$ cat src/rtl/axi_rd_arb2.sv
`default_nettype none
// ============================================================================
// Module   : axi_rd_arb2
// Brief    : Two-requester AXI4 read arbiter sharing one 64-bit DRAM read
//            port; round-robin grant, one burst in flight, RLAST/RID checking.
// Revision : 1.0 - initial release
// ============================================================================
module axi_rd_arb2 #(
    parameter int P_AXI_IDWIDTH = 5
) (
    input  logic                     aclk,
    input  logic                     areset,
    // requester 0 (instruction fetch)
    input  logic [P_AXI_IDWIDTH-1:0] axis0_arid,
    input  logic [31:0]              axis0_araddr,
    input  logic [3:0]               axis0_arlen,
    input  logic [2:0]               axis0_arsize,
    input  logic [1:0]               axis0_arburst,
    input  logic                     axis0_arvalid,
    output logic                     axis0_arready,
    output logic [P_AXI_IDWIDTH-1:0] axis0_rid,
    output logic [63:0]              axis0_rdata,
    output logic [1:0]               axis0_rresp,
    output logic                     axis0_rlast,
    output logic                     axis0_rvalid,
    input  logic                     axis0_rready,
    // requester 1 (data / DMA)
    input  logic [P_AXI_IDWIDTH-1:0] axis1_arid,
    input  logic [31:0]              axis1_araddr,
    input  logic [3:0]               axis1_arlen,
    input  logic [2:0]               axis1_arsize,
    input  logic [1:0]               axis1_arburst,
    input  logic                     axis1_arvalid,
    output logic                     axis1_arready,
    output logic [P_AXI_IDWIDTH-1:0] axis1_rid,
    output logic [63:0]              axis1_rdata,
    output logic [1:0]               axis1_rresp,
    output logic                     axis1_rlast,
    output logic                     axis1_rvalid,
    input  logic                     axis1_rready,
    // DRAM-side master
    output logic [P_AXI_IDWIDTH:0]   axim_arid,
    output logic [31:0]              axim_araddr,
    output logic [3:0]               axim_arlen,
    output logic [2:0]               axim_arsize,
    output logic [1:0]               axim_arburst,
    output logic                     axim_arvalid,
    input  logic                     axim_arready,
    input  logic [P_AXI_IDWIDTH:0]   axim_rid,
    input  logic [63:0]              axim_rdata,
    input  logic [1:0]               axim_rresp,
    input  logic                     axim_rlast,
    input  logic                     axim_rvalid,
    output logic                     axim_rready,
    // status
    output logic                     busy,
    output logic                     err
);

    localparam logic [1:0] c_IDLE = 2'd0;
    localparam logic [1:0] c_ADDR = 2'd1;
    localparam logic [1:0] c_DATA = 2'd2;

    logic [1:0] r_state;
    logic       r_grant;
    logic       r_last;
    logic [3:0] r_beats;
    logic       r_err;

    logic w_in_addr;
    logic w_in_data;
    logic w_r_hs;
    logic w_bad_beat;

    assign w_in_addr = (r_state == c_ADDR);
    assign w_in_data = (r_state == c_DATA);

    // AR payload is taken straight from the granted requester, which holds it stable
    assign axim_arvalid = w_in_addr;
    assign axim_arid    = {r_grant, (r_grant ? axis1_arid : axis0_arid)};
    assign axim_araddr  = r_grant ? axis1_araddr  : axis0_araddr;
    assign axim_arlen   = r_grant ? axis1_arlen   : axis0_arlen;
    assign axim_arsize  = r_grant ? axis1_arsize  : axis0_arsize;
    assign axim_arburst = r_grant ? axis1_arburst : axis0_arburst;

    assign axis0_arready = w_in_addr & ~r_grant & axim_arready;
    assign axis1_arready = w_in_addr &  r_grant & axim_arready;

    // R routing follows the grant register, never the returned ID
    assign axim_rready  = w_in_data & (r_grant ? axis1_rready : axis0_rready);
    assign axis0_rvalid = w_in_data & ~r_grant & axim_rvalid;
    assign axis1_rvalid = w_in_data &  r_grant & axim_rvalid;

    assign axis0_rid   = axim_rid[P_AXI_IDWIDTH-1:0];
    assign axis1_rid   = axim_rid[P_AXI_IDWIDTH-1:0];
    assign axis0_rdata = axim_rdata;
    assign axis1_rdata = axim_rdata;
    assign axis0_rresp = axim_rresp;
    assign axis1_rresp = axim_rresp;
    assign axis0_rlast = axim_rlast;
    assign axis1_rlast = axim_rlast;

    assign busy = (r_state != c_IDLE);
    assign err  = r_err;

    assign w_r_hs     = axim_rvalid & axim_rready;
    assign w_bad_beat = (axim_rid[P_AXI_IDWIDTH] != r_grant) |
                        (axim_rlast != (r_beats == 4'd0));

    always_ff @(posedge aclk) begin
        if (areset) begin
            r_state <= c_IDLE;
            r_grant <= 1'b0;
            r_last  <= 1'b1;
            r_beats <= 4'd0;
            r_err   <= 1'b0;
        end else begin
            case (r_state)
                c_IDLE: begin
                    if (axis0_arvalid | axis1_arvalid) begin
                        r_grant <= (axis0_arvalid & axis1_arvalid) ? ~r_last : axis1_arvalid;
                        r_state <= c_ADDR;
                    end
                end
                c_ADDR: begin
                    if (axim_arready) begin
                        r_beats <= r_grant ? axis1_arlen : axis0_arlen;
                        r_state <= c_DATA;
                    end
                end
                c_DATA: begin
                    if (w_r_hs) begin
                        // a missing RLAST lets the counter wrap and the burst continue
                        r_beats <= r_beats - 4'd1;
                        if (w_bad_beat) begin
                            r_err <= 1'b1;
                        end
                        if (axim_rlast) begin
                            r_last  <= r_grant;
                            r_state <= c_IDLE;
                        end
                    end
                end
                default: r_state <= c_IDLE;
            endcase
        end
    end

endmodule
`default_nettype wire

$ cat config.mk
export PLATFORM = sky130hd
export DESIGN_NAME = axi_rd_arb2
export DESIGN_NICKNAME = d
export VERILOG_FILES = /design/src/rtl/axi_rd_arb2.sv
export SDC_FILE = /design/constraint.sdc
export NUM_CORES = 1
export LEC_CHECK = 0
export CELL_PAD_IN_SITES_DETAIL_PLACEMENT = 1
export CELL_PAD_IN_SITES_GLOBAL_PLACEMENT = 1
export CORE_AREA = 3 3 145 147
export CTS_BUF_LIST = sky130_fd_sc_hd__clkbuf_8
export DETAILED_ROUTE_END_ITERATION = 8
export DIE_AREA = 0 0 148 150
export PLACE_DENSITY_LB_ADDON = 0.1
export RECOVER_POWER = 50
export SETUP_SLACK_MARGIN = 0.4
export SYNTH_ARGS = -nofsm -noshare
export SYNTH_HDL_FRONTEND = slang
export SYNTH_SLANG_ARGS = --single-unit
$ cat constraint.sdc
create_clock -name aclk -period 2.45 [get_ports aclk]
set_input_delay 0.6125 -clock aclk [delete_from_list [all_inputs] [get_ports aclk]]
set_output_delay 0.6125 -clock aclk [all_outputs]
set_load 0.02 [all_outputs]
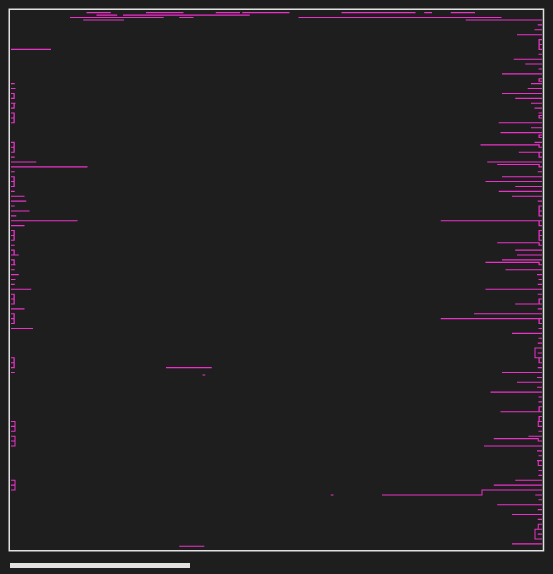
run_1/layer_met3.png
Bar = 50 um.
118 nets have wire on it. The layer carries 1,020 um of wire.

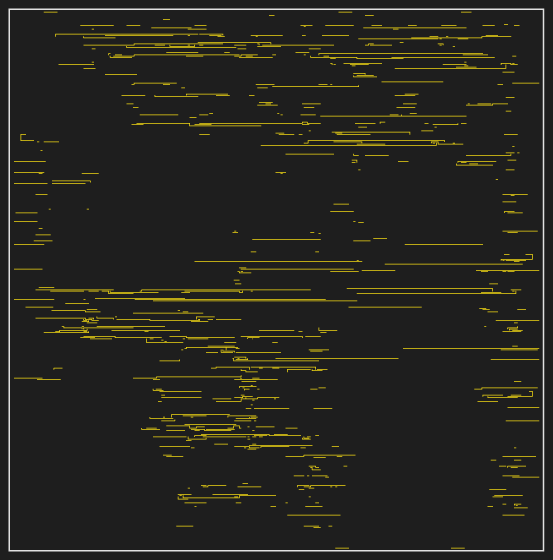
run_1/layer_met1.png
The wires run mostly horizontal. The longest straight run is 56.6 um. The layer carries 3,400 um of wire.

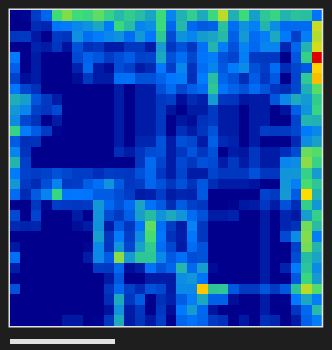
run_1/metal_density.png
Bar = 50 um. 30 x 30 tiles, from dark blue (low) to red (high), scaled to the fullest tile. Values are wire area over tile area, all layers added.
The fullest tile reaches 0.50. 27% of the tiles are nearly empty. The densest ninth of the die: upper right. 2.8% of the tiles are over half the peak. The emptiest ninth of the die: lower left.

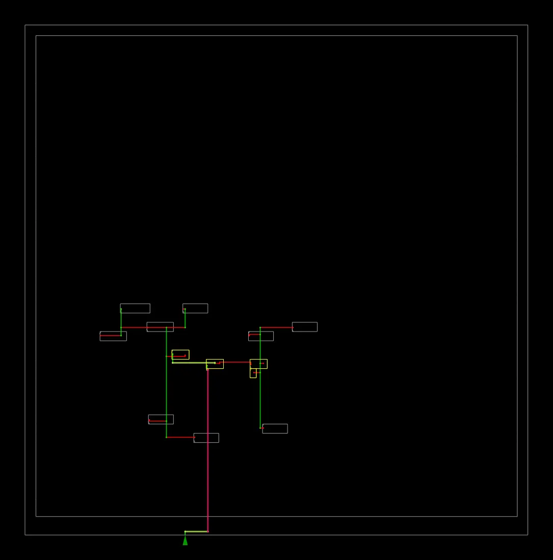
run_1/clocks.png
clock latency of the later-clocked register in the worst-skew pair: 0.24 ns
total CTS buffers: 3
setup clock skew after layout: 0.00845 ns
clock buf count: 3

==> summary.rpt, run 1 <==
=== SYNTHESIS / PLACE & ROUTE SUMMARY ===
----------------------------------------------------
[Finish]
  Filler Cells Inserted ........................ 2,358
  Area of all placed cells without fillers ........................ 3710 sq um
  Final cell utilization of the core ........................ 18.5%

[Worst setup path]
  Worst EP required ........................ 1.84 ns
  Crit end category ........................ primary output
  Crit path top cell by count ........................ sky130_fd_sc_hd__buf_6
  Worst Setup Path Type ........................ register to primary output

[Power]
  Heaviest power group ........................ combinational logic
  Power density over the cells ........................ 302 nW/um^2
  Sequential power ........................ 0.169 mW
  Design Power ........................ 1.12 mW
  Combinational power ........................ 0.770 mW
  Net switching power ........................ 0.375 mW
  Part of the total power dissipated in combinational logic ........................ 68.8%

[Synthesis]
  Share of synthesized cell area in and, or, nand and nor gates ........................ 6.41%
  Area share of fa/ha/maj cells after synthesis ........................ 0.573%
  Xor-xnor portion of the synthesized cell area ........................ 0.802%
  Ys Warns ........................ 0
  Gate count after technology mapping ........................ 266

[Route]
  Vias per std cell ........................ 3.09
  Average wire per cell in the routed design ........................ 17.1 um
  Via Count ........................ 1,780

[Global route]
  Total congestion overflow ........................ 0
  Global-route wire length before repair ........................ 12.4 mm
  Initial antenna violation count ........................ 1

[Floorplanning]
  I/O pin count ........................ 372
  Die Span Y ........................ 150 um

[Min path]
  Class of the tightest hold or removal check ........................ register to register
  Worst hold endpoint ........................ err$_SDFFE_PP0P_
  Hold wc startpoint ........................ err$_SDFFE_PP0P_

[Clock network]
  Clock-pin slew on the worst setup and hold paths ........................ 0.06 ns
  Root buffer selected by CTS ........................ sky130_fd_sc_hd__clkbuf_8
  Hold_buf cts ........................ 0

[Status]
  Status ........................ completed

[STA]
  RSZ-0062 raised after global routing ........................ true
  Worst path setup slack after routing ........................ 0.365 ns
  Final TNS setup ........................ 0 ns

[Placement]
  Worst setup slack after placement ........................ -0.168 ns

----------------------------------------------------
run 1: flip-flops by register name, indices dropped and copies added (netlist names):
signal,count
r_grant,1
r_beats,4
r_state,2
err,1
r_last,1
run 1: area by class of cell:
| cell class | instances | area, sq um | share of cell area [%] |
|---|---|---|---|
| Timing Repair Buffer | 189 | 2120 | 57.1 |
| Clock inverter | 1 | 5.00 | 0.135 |
| Tap cell | 270 | 338 | 9.12 |
| Inverter | 6 | 22.5 | 0.608 |
| Multi-Input combinational cell | 98 | 997 | 26.9 |
| Clock buffer | 3 | 41.3 | 1.11 |
| Sequential cell | 9 | 186 | 5.03 |
run 1: cell usage after synthesis:
cell,count,area share (%)
sky130_fd_sc_hd__nor3b_1,2,0.69
sky130_fd_sc_hd__buf_4,145,50
sky130_fd_sc_hd__ha_1,1,0.57
sky130_fd_sc_hd__o21ai_0,3,0.69
sky130_fd_sc_hd__nor2_1,11,1.9
sky130_fd_sc_hd__nand2_1,3,0.52
sky130_fd_sc_hd__buf_2,5,1.1
sky130_fd_sc_hd__and2_1,2,0.57
sky130_fd_sc_hd__and3b_1,1,0.40
sky130_fd_sc_hd__mux2_4,1,0.69
sky130_fd_sc_hd__clkbuf_1,2,0.34
sky130_fd_sc_hd__a31oi_1,2,0.57
sky130_fd_sc_hd__a211o_1,2,0.80
sky130_fd_sc_hd__and2b_1,1,0.34
sky130_fd_sc_hd__or4_1,1,0.34
sky130_fd_sc_hd__a21oi_1,6,1.4
sky130_fd_sc_hd__inv_1,6,1.0
sky130_fd_sc_hd__xnor2_1,2,0.80
sky130_fd_sc_hd__nor2b_1,3,0.86
sky130_fd_sc_hd__mux2_2,46,24
sky130_fd_sc_hd__a31o_1,1,0.40
sky130_fd_sc_hd__dfxtp_1,9,8.2
sky130_fd_sc_hd__nand2b_1,1,0.29
sky130_fd_sc_hd__nand4_1,1,0.29
sky130_fd_sc_hd__nor3_1,1,0.23
sky130_fd_sc_hd__o41ai_1,1,0.40
sky130_fd_sc_hd__a221oi_1,1,0.40
sky130_fd_sc_hd__mux2i_1,2,0.92
sky130_fd_sc_hd__o31ai_1,1,0.34
sky130_fd_sc_hd__a2111oi_0,1,0.40
sky130_fd_sc_hd__a32oi_1,1,0.40
sky130_fd_sc_hd__buf_6,1,0.52
run 1: how the worst max path moves through the flow:
stage	from	end	slack, ns	cells past startpoint
2_1_floorplan	r_grant$_SDFFE_PP0P_	axim_araddr[0]	0.57	4
3_3_place_gp	axim_arready	axis1_arready	-0.16	4
6_report	r_grant$_SDFFE_PP0P_	axim_arsize[2]	0.37	5
3_5_place_dp	axim_arready	axis1_arready	-0.17	4
4_1_cts	r_grant$_SDFFE_PP0P_	axim_arid[1]	0.30	5
5_1_grt	r_grant$_SDFFE_PP0P_	axim_rready	0.31	6
run 1: per-layer routing:
layer  up-vias  share of wire, %
met2       120                53
met3        33                10
met4         2               2.1
met5         -              0.13
met1       808                35
li1        817                 -
run 1: critical path: cells and delay by family, from the launching register on:
family	cells	cell delay [ns]
flip-flops	1	0.37
buffers and inverters	4	0.54
multiplexers	1	0.32
run_1/placement_by_type.png
Fill, decap, tap and diode cells in gray.
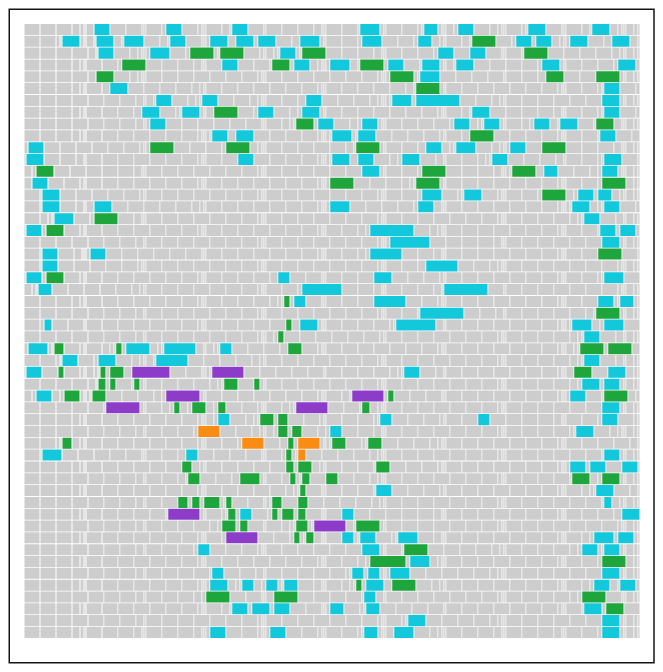

==> run 1 -> run 2 <==
--- a/config.mk
+++ b/config.mk
@@ -7,13 +7,14 @@
 export LEC_CHECK = 0
 export CELL_PAD_IN_SITES_DETAIL_PLACEMENT = 1
 export CELL_PAD_IN_SITES_GLOBAL_PLACEMENT = 1
-export CORE_AREA = 3 3 145 147
+export CORE_MARGIN = 3
+export CORE_UTILIZATION = 11
 export CTS_BUF_LIST = sky130_fd_sc_hd__clkbuf_8
 export DETAILED_ROUTE_END_ITERATION = 8
-export DIE_AREA = 0 0 148 150
 export PLACE_DENSITY_LB_ADDON = 0.1
 export RECOVER_POWER = 50
 export SETUP_SLACK_MARGIN = 0.4
+export SLEW_MARGIN = 0
 export SYNTH_ARGS = -nofsm -noshare
 export SYNTH_HDL_FRONTEND = slang
 export SYNTH_SLANG_ARGS = --single-unit
==> constraint.sdc (replaced) <==
create_clock -name aclk -period 1.9 [get_ports aclk]
set_input_delay 0.475 -clock aclk [delete_from_list [all_inputs] [get_ports aclk]]
set_output_delay 0.475 -clock aclk [all_outputs]
set_load 0.02 [all_outputs]
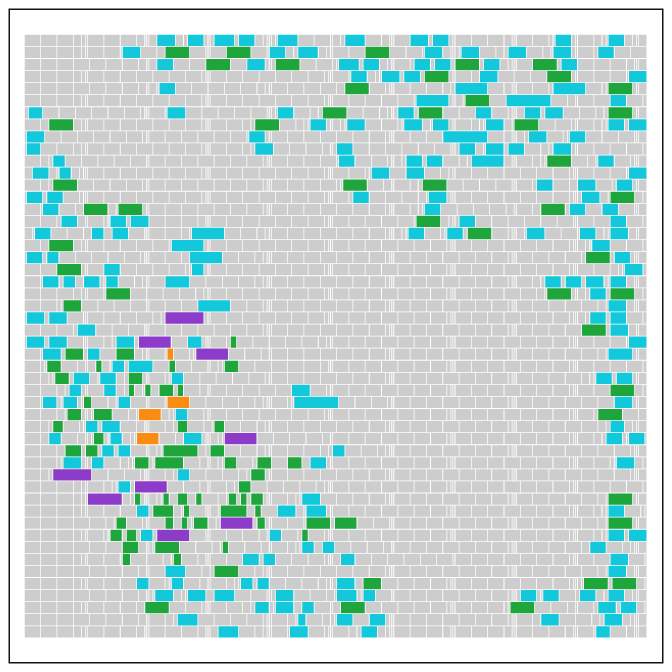
run_2/placement_by_type.png
Fill, decap, tap and diode cells in gray.
clock drivers and dummy loads: shown in orange, cells 4, share of their area 1.2%. other buffers and delay cells: shown in cyan, cells 216, share of their area 63%. flops: shown in purple, cells 9, share of their area 5.1%. combinational and other logic: shown in green, cells 104, share of their area 31%.

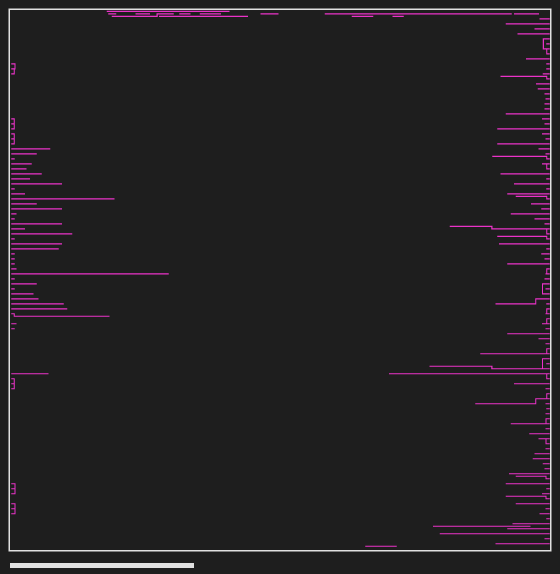
run_2/layer_met3.png
Bar = 50 um.
The layer holds 12% of the routed length. The longest straight run is 50.6 um. The layer carries 1,160 um of wire.

==> run 2 against run 1 <==
Compared with the run above:
- clock power up 21%
- hold slack improved by 0.0083 ns
- cell area rose by 8.2%
- core utilization is 2.5 points higher
- the run now ends with setup timing left
- power rose by 36%
- routed wire length is 2.0% lower
- non-clock buffer count is 27 higher
==> summary.rpt, run 2 <==
=== SYNTHESIS / PLACE & ROUTE SUMMARY ===
----------------------------------------------------
[Finish]
  Area of all placed cells without fillers ........................ 4010 sq um (was 3710 sq um)
  Max reg flops ........................ 4 (unchanged)

[Route]
  Via Count ........................ 1,915 (was 1,780)

[Global route]
  Global-route wire length before repair ........................ 13.6 mm (was 12.4 mm)

[Status]
  Violations in the final reports ........................ setup timing
  Status ........................ finished with violations (was completed)

[STA]
  Final setup violating endpoints ........................ 9 (was 0)
  Worst path setup slack after routing ........................ -0.0128 ns (was 0.365 ns)

[Synthesis]
  Gate count after technology mapping ........................ 266 (unchanged)
  Synth cell count leaders ........................ sky130_fd_sc_hd__buf_4 (145), sky130_fd_sc_hd__mux2_2 (46), sky130_fd_sc_hd__nor2_1 (11) (unchanged)
  Portion of synthesized cell area occupied by the leading cell type ........................ 49.8% (unchanged)
  Commonest flop ........................ sky130_fd_sc_hd__dfxtp_1 (unchanged)

[Power]
  Net switching power ........................ 0.494 mW (was 0.375 mW)
  Power density over the cells ........................ 380 nW/um^2 (was 302 nW/um^2)
  Design Power ........................ 1.52 mW (was 1.12 mW)

[Floorplanning]
  Die Span Y ........................ 147 um (was 150 um)

[Clock network]
  Hold_buf cts ........................ 0 (unchanged)
  Root buffer selected by CTS ........................ sky130_fd_sc_hd__clkbuf_8 (unchanged)
  Total CTS buffers ........................ 3 (unchanged)
  Clock-pin slew on the worst setup and hold paths ........................ 0.04 ns (was 0.06 ns)

[Min path]
  Class of the tightest hold or removal check ........................ register to register (unchanged)

[Worst setup path]
  Crit end category ........................ primary output (unchanged)

----------------------------------------------------
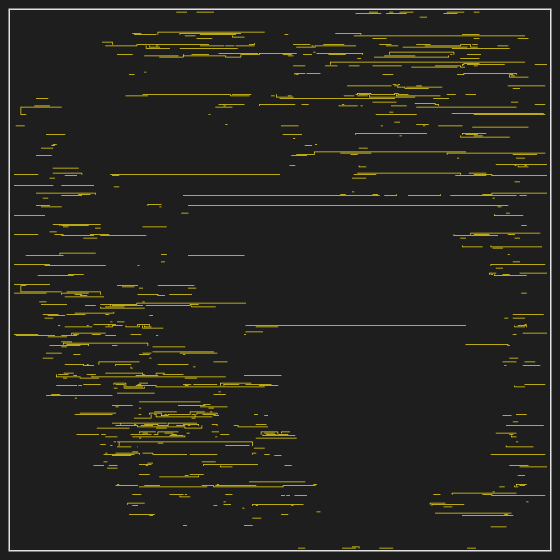
run_2/layer_met1.png
385 nets have wire on it. The layer holds 36% of the routed length. The layer carries 3,480 um of wire. The wires run mostly horizontal.

[run 2: cell type report]
type	count	area (sq um)	area share, %
Clock buffer	3	41.3	1.03
Multi-Input combinational cell	98	1110	27.6
Inverter	6	30.0	0.749
Sequential cell	9	189	4.71
Clock inverter	1	3.75	0.0936
Tap cell	260	325	8.11
Timing Repair Buffer	216	2310	57.7
[run 2: logic make-up (layout without fill, tap and decap cells)]
kind of cell / Yosys count / count (layout) / synth area share [%]
and+or+nand+nor: 27 / 27 / 6.41
xor gates and xnor gates: 2 / 2 / 0.802
DFF: 9 / 9 / 8.25
buffers and inverters: 159 / 226 / 52.9
muxes: 49 / 49 / 25.3
adders and majority gates: 1 / 1 / 0.573
AOI/OAI and AO/OA: 19 / 19 / 5.79
[run 2: routing by layer]
layer  track usage [%]  vias to the layer above  wire length (um)
met3              4.16                       25              1160
met2              14.3                      145              4810
li1                  -                      870                 -
met4              1.96                        0               207
met1              8.59                      875              3480
met5                 0                        -                 0
[run 2: power groups by stage]
stage / clock network, mW / registers (mW) / logic [mW]
final: 0.218 / 0.215 / 1.09
after global routing: 0.245 / 0.217 / 1.16
after global placement: 0 / 0.217 / 0.885
after detailed placement: 0 / 0.216 / 0.880
after floorplan: 0 / 0.213 / 0.845
after CTS: 0.228 / 0.216 / 1.01
[run 2: path summary, 6_finish.rpt]
kind | start | endpoint | slack (ns) | cells after the start
setup reg to reg | r_grant$_SDFFE_PP0P_ | r_beats[1]$_SDFFE_PP0P_ | 0.22 | 7
hold reg to reg | err$_SDFFE_PP0P_ | err$_SDFFE_PP0P_ | 0.46 | 2
hold / removal | err$_SDFFE_PP0P_ | err$_SDFFE_PP0P_ | 0.46 | 2
setup / recovery | r_grant$_SDFFE_PP0P_ | axim_arid[3] | -0.01 | 5
[run 2: critical path: cells and delay by family, from the launching register on]
| family | cells | cell delay [ns] |
|---|---|---|
| flip-flops | 1 | 0.38 |
| buffers and inverters | 4 | 0.52 |
| multiplexers | 1 | 0.30 |
[run 2: what timing repair did]
item                       in CTS  in global routing
gates resized                 347                 65
pin swaps                      11                 10
gates cloned                    3                  0
setup endpoints to repair      63                 61
buffers inserted               19                 17
run_2/clocks.png
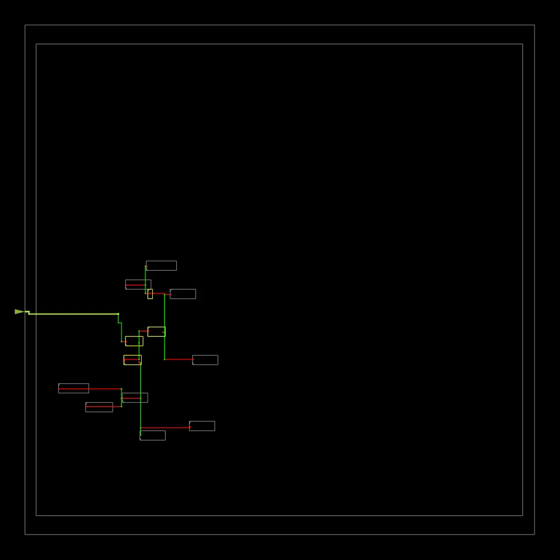

==> run 2 -> run 3 <==
--- a/config.mk
+++ b/config.mk
@@ -11,7 +11,7 @@
 export CORE_UTILIZATION = 11
 export CTS_BUF_LIST = sky130_fd_sc_hd__clkbuf_8
 export DETAILED_ROUTE_END_ITERATION = 8
-export PLACE_DENSITY_LB_ADDON = 0.1
+export PLACE_DENSITY_LB_ADDON = 0.05
 export RECOVER_POWER = 50
 export SETUP_SLACK_MARGIN = 0.4
 export SLEW_MARGIN = 0
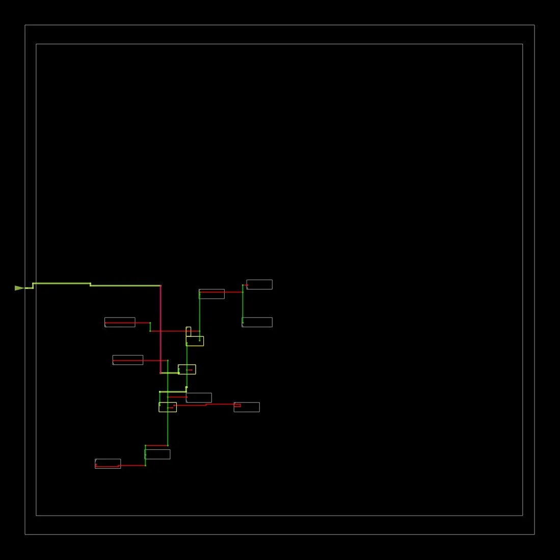
run_3/clocks.png
setup clock skew after layout: 0.00565 ns
Clock Power: 0.235 mW
FFs & Latches: 9
number of sinks handled by clock tree synthesis: 9

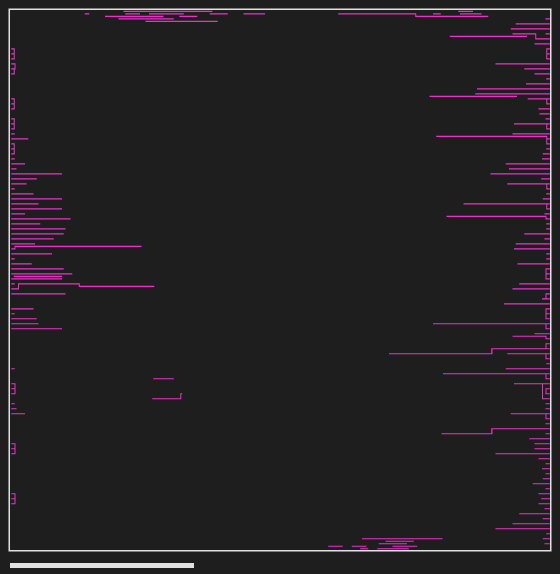
run_3/layer_met3.png
Bar = 50 um.
The wires run mostly horizontal. The layer carries 1,350 um of wire. 139 nets have wire on it. The layer holds 13% of the routed length.

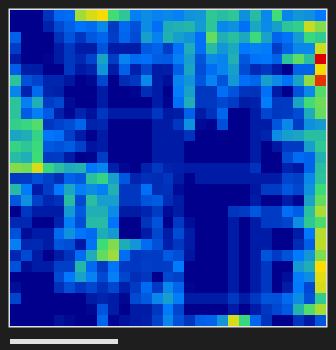
run_3/metal_density.png
Bar = 50 um. 29 x 29 tiles, from dark blue (low) to red (high), scaled to the fullest tile. Values are wire area over tile area, all layers added.
The fullest tile reaches 0.48. The mean over all tiles is 0.079. The emptiest ninth of the die: center. The densest ninth of the die: upper right. 23% of the tiles are nearly empty. 4.5% of the tiles are over half the peak.

==> run 3 against run 2 <==
Compared with the run above:
- the flow still finishes with violations (setup timing)
- first-iteration DRC count shrank 30%
- critical path type unchanged
- highest routed layer unchanged
- via count shrank 1.9%
- critical endpoint is now axim_araddr[4]
- clock power grew 8%
==> summary.rpt, run 3 <==
=== SYNTHESIS / PLACE & ROUTE SUMMARY ===
----------------------------------------------------
[Status]
  Status ........................ finished with violations (unchanged)
  Violations in the final reports ........................ setup timing (unchanged)

[Clock network]
  Root buffer selected by CTS ........................ sky130_fd_sc_hd__clkbuf_8 (unchanged)
  Clock-pin slew on the worst setup and hold paths ........................ 0.05 ns (was 0.04 ns)
  Clock latency of the later-clocked register in the worst-skew pair ........................ 0.24 ns (was 0.23 ns)
  Total CTS buffers ........................ 3 (unchanged)
  Hold_buf cts ........................ 0 (unchanged)

[Finish]
  Total area of multi-input combinational cells ........................ 1110 sq um (about the same)
  Final cell utilization of the core ........................ 20.9% (was 21.0%)
  Reg area ........................ 191 sq um (was 189 sq um)
  Filler Cells Inserted ........................ 2,184 (was 2,197)
  Max reg flops ........................ 4 (unchanged)

[Global route]
  Global-route wire length before repair ........................ 14.3 mm (was 13.6 mm)
  Initial antenna violation count ........................ 0 (unchanged)
  Fraction of met2 tracks used by global routing ........................ 16.2% (was 14.3%)
  Total congestion overflow ........................ 0 (unchanged)
  Met1 Use GR ........................ 8.47% (was 8.59%)
  Met3 track utilization from global routing ........................ 4.87% (was 4.16%)

[STA]
  Final setup violating endpoints ........................ 8 (was 9)
  Final TNS setup ........................ -0.0946 ns (was -0.0647 ns)
  Worst path setup slack after routing ........................ -0.0209 ns (was -0.0128 ns)
  RSZ-0062 raised after global routing ........................ true (unchanged)

[Floorplanning]
  Die Span Y ........................ 147 um (unchanged)
  I/O pin count ........................ 372 (unchanged)

[Route]
  Vias per std cell ........................ 3.19 (was 3.23)
  Via Count ........................ 1,878 (was 1,915)

[Synthesis]
  Post-synthesis cell type with the largest instance count ........................ sky130_fd_sc_hd__buf_4 (unchanged)
  Area contributors post-synth ........................ sky130_fd_sc_hd__buf_4 (50%), sky130_fd_sc_hd__mux2_2 (24%), sky130_fd_sc_hd__dfxtp_1 (8.2%) (unchanged)
  Async set-reset flop share out of synthesis ........................ 0% (unchanged)
  Number of enable-type register cells in the synthesized netlist ........................ 0 (unchanged)
  Gate count after technology mapping ........................ 266 (unchanged)
  Commonest flop ........................ sky130_fd_sc_hd__dfxtp_1 (unchanged)
  Post-synth top area cell ........................ sky130_fd_sc_hd__buf_4 (unchanged)
  Ys Warns ........................ 0 (unchanged)

[Worst setup path]
  Crit. Startpoint ........................ r_grant$_SDFFE_PP0P_ (unchanged)
  Cell depth of the worst flop-to-flop path ........................ 8 (was 7)
  R2r startpoint ........................ r_grant$_SDFFE_PP0P_ (unchanged)
  Crit path top cell by count ........................ sky130_fd_sc_hd__buf_12 (unchanged)
  Worst path depth ........................ 5 (unchanged)
  R2r endpoint ........................ r_beats[1]$_SDFFE_PP0P_ (unchanged)
  Cell family contributing the most delay on the critical path ........................ buffers and inverters (unchanged)
  Register-to-register setup slack ........................ 0.08 ns (was 0.22 ns)
  Worst EP required ........................ 1.42 ns (about the same)

[Power]
  Power density over the cells ........................ 388 nW/um^2 (was 380 nW/um^2)
  Design Power ........................ 1.55 mW (was 1.52 mW)

[Min path]
  Number of instances on the worst hold path ........................ 2 (unchanged)

----------------------------------------------------
run 3: cell counts after synthesis:
No cell type changed its count.
run 3: power by group:
group / total (mW) / leakage (nW) / internal (mW) / switching (mW)
Clock: 0.235 / 0.0269 / 0.142 / 0.0933
Combinational: 1.10 / 1.60 / 0.694 / 0.402
Sequential: 0.216 / 0.0755 / 0.201 / 0.0155
run 3: layout make-up:
cell class | count | share of cell area (%)
timing repair buffer | 211 | 57.3
multi-input combinational | 98 | 27.9
tap | 260 | 8.17
sequential | 9 | 4.81
clock buffer | 3 | 1.04
inverter | 6 | 0.691
clock inverter | 1 | 0.0942
run 3: stage by stage:
step                cells  worst slack [ns]  area, sq um
global route          588           -0.0578         3980
CTS                   578           -0.0598         3770
detailed placement    553            -0.478         3300
global placement      553            -0.451         3300
floorplan             266             0.349         2370
finish                588           -0.0209         3980
run 3: logic make-up after synthesis:
kind of cell | Yosys count | synth area share (%)
buffers and inverters | 159 | 52.9
adders and majority gates | 1 | 0.573
AOI/OAI and AO/OA | 19 | 5.79
muxes | 49 | 25.3
and+or+nand+nor | 27 | 6.41
DFF | 9 | 8.25
xor gates and xnor gates | 2 | 0.802
run 3: how the worst min path moves through the flow:
stage | slack [ns] | from | end
2_1_floorplan | 0.44 | r_last$_SDFFE_PP1P_ | r_last$_SDFFE_PP1P_
3_3_place_gp | 0.45 | err$_SDFFE_PP0P_ | err$_SDFFE_PP0P_
3_5_place_dp | 0.45 | err$_SDFFE_PP0P_ | err$_SDFFE_PP0P_
4_1_cts | 0.46 | err$_SDFFE_PP0P_ | err$_SDFFE_PP0P_
5_1_grt | 0.48 | err$_SDFFE_PP0P_ | err$_SDFFE_PP0P_
6_report | 0.46 | err$_SDFFE_PP0P_ | err$_SDFFE_PP0P_
run 3: per-layer routing:
| layer | part of all wire (%) | up-vias | wire [um] |
|---|---|---|---|
| met5 | 0 | - | 0 |
| met2 | 53 | 175 | 5330 |
| met4 | 1.5 | 0 | 150 |
| met3 | 13 | 22 | 1350 |
| met1 | 32 | 819 | 3260 |
| li1 | - | 862 | - |
run 3: tightest hold or removal path, stage by stage (launching register included):
cell                      delay (ns)
sky130_fd_sc_hd__dfxtp_1        0.31
sky130_fd_sc_hd__inv_1          0.06
sky130_fd_sc_hd__a21oi_2        0.05
run 3: repair_timing:
item | in CTS | in global routing
gates resized | 365 | 46
gates cloned | 3 | 0
buffers inserted | 18 | 10
pin swaps | 10 | 6
setup endpoints to repair | 63 | 62
No activity file was given, so power comes from the tool's default toggle rates.
